Design playseq_uc_multijogador, sky130hd; sources not shown.
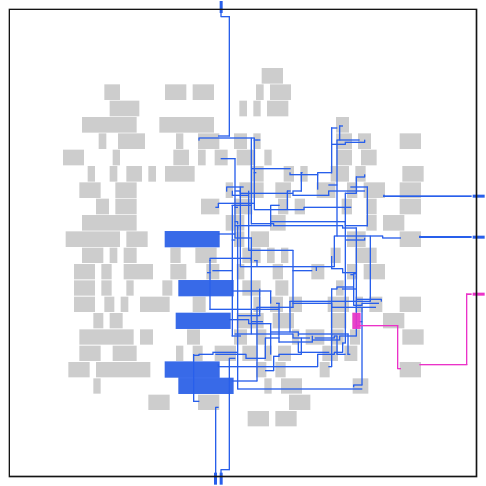
(images/port_nets.png)
(6 px per um)
[zeraTL] magenta | direction: output | edge: right | end cells: 1 | wire: 34.7 um
[db_estado] blue | direction: output | edge: 2 right, 2 bottom, 1 top | end cells: 5 | wire: 853 um
Ports: 35
# port buffers: 34

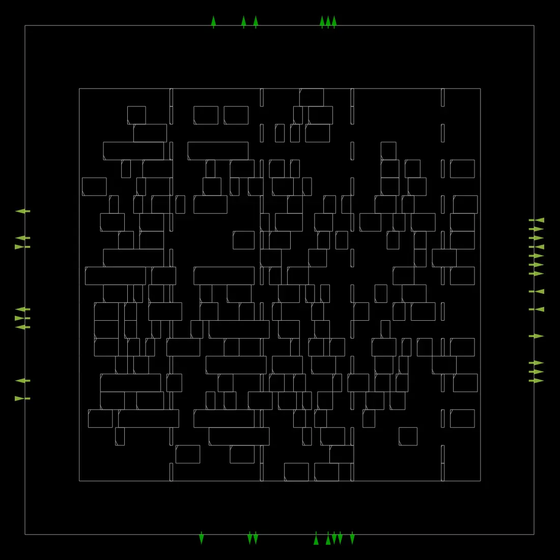
(images/final_placement.png)
row cnt: 22
Seq Cell Count: 11

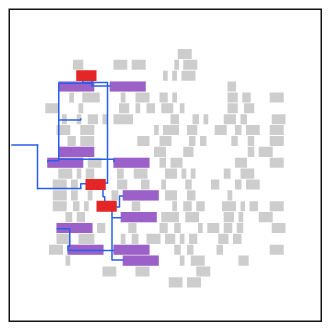
(images/clock_map.png)
(4 px per um)
[cells driving clock nets] red | count: 3
[clock wires] blue | length: 177 um
[flip-flops] purple | count: 11
routed clock nets: 4
Clock Skews: 0.005049 ns
Clock power frac: 9.6%
clk pwr: 0.000124 W
clk latency late pin: 0.24 ns

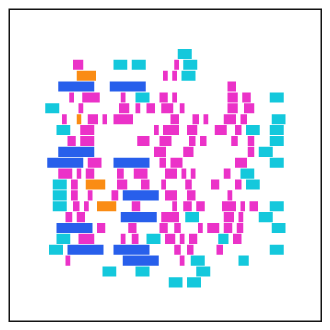
(images/cell_classes.png)
(4 px per um)
[all other logic] magenta | cells: 106 | share of their area: 49%
[other buffers and delay cells] cyan | cells: 36 | share of their area: 27%
[flip-flops] blue | cells: 11 | share of their area: 21%
[clock drivers and dummy loads] orange | cells: 4 | share of their area: 3.4%
Core ar.: 0.003661 mm2
post-layout util: 38.04%
design area: 0.001393 mm2
Seq/total area: 19.77%

==> ci_impl_report.md <==
### Flow metrics

| Metric | Value |
|---|---|
| Outcome | finished, final reports clean |
| Cycle use final | between 80% and 90% |
| Multi-input logic area | 626.9 um2 |
| N_taps | approximately 48 |
| Count of cells resized by post-cts repair | 0 |
| Startpoint type of the worst setup path | flop |
| Routing usage on met3 | 2.535% |
| Worst Hold Class | flop to flop |
| Largest net degree at the start of global routing | 24 |
| Setup slack, reg-to-reg | around 1.6 ns |
| Top non-seq family | simple AND/OR/NAND/NOR gates |
| GR Util All Layers | a little under an eighth |
| Met2 usage | about a fifth |
| Ys flop type | dfrtp_1 |
| # clk buffers | 4 |
| DR DRC count | 0 |
| Layout cells sized above 1 | around 7.6% |
| CTS Buffer Depth | 2 |
| Slew @ Worst Pin | ~0.65 ns |
| Flip-flop count of the largest register after layout | 5 |
| DPL Wire Length | 2.661 mm |
| Pwr dens | 926.4 mW/mm2 |
| Biggest area cells | dfrtp_1 (28%), o21ai_0 (5.1%), nor2_1 (4.2%) |
| GRT Residual Overflow | 0 |
| Synth Instances | approximately 130 |
| Ant. Diodes | 0 |
| M1 GR Usage | between 10% and 20% |
| Vias post-DR | 1038 |
| Cts bufs inserted | 3 |
| Slew Limit Fails | 0 |
| Combinational share of cell area | 45.01% |
| Drt pass-1 iters | 4 |
| Total leakage power | 0.5709 nW |
| Compound Share, Synth | 19.26% |
| CP Depth | 4 |
| Setup TNS | 0 ns |
| Antenna violations before repair | 0 |
| Global route hottest layer | met2 |
| Synth-to-Final Area Change | 41.07% |
| CTS Hold Bufs | 0 |
| Seq share, synth | between 20% and 30% |
| Chip width | between 70 and 80 um |
[cell usage after synthesis (all sizes together), types with 3 or more instances]
cell type / n
dfrtp: 11
nor2: 11
o21ai: 10
nand2: 9
buf: 8
inv: 8
nor2b: 6
a21oi: 5
nand3: 5
mux2i: 4
nand2b: 4
nor3: 4
or3: 4
o211ai: 3
o21a: 3
[power breakdown]
part	switching (W)	internal (W)	leakage [nW]
combinational	0.000449	0.000408	0.419
sequential	0.000137	0.000172	0.129
clock	0.0000462	0.0000779	0.0228
[through the flow]
stage	instance area (um2)	total power (W)
global placement	1348	0.001143
CTS	1393	0.001305
floorplan	987.2	0.0008217
global route	1393	0.001400
finish	1393	0.001290
detailed placement	1348	0.001168
Power figures rest on the tool's default switching activity, not on a simulated workload.
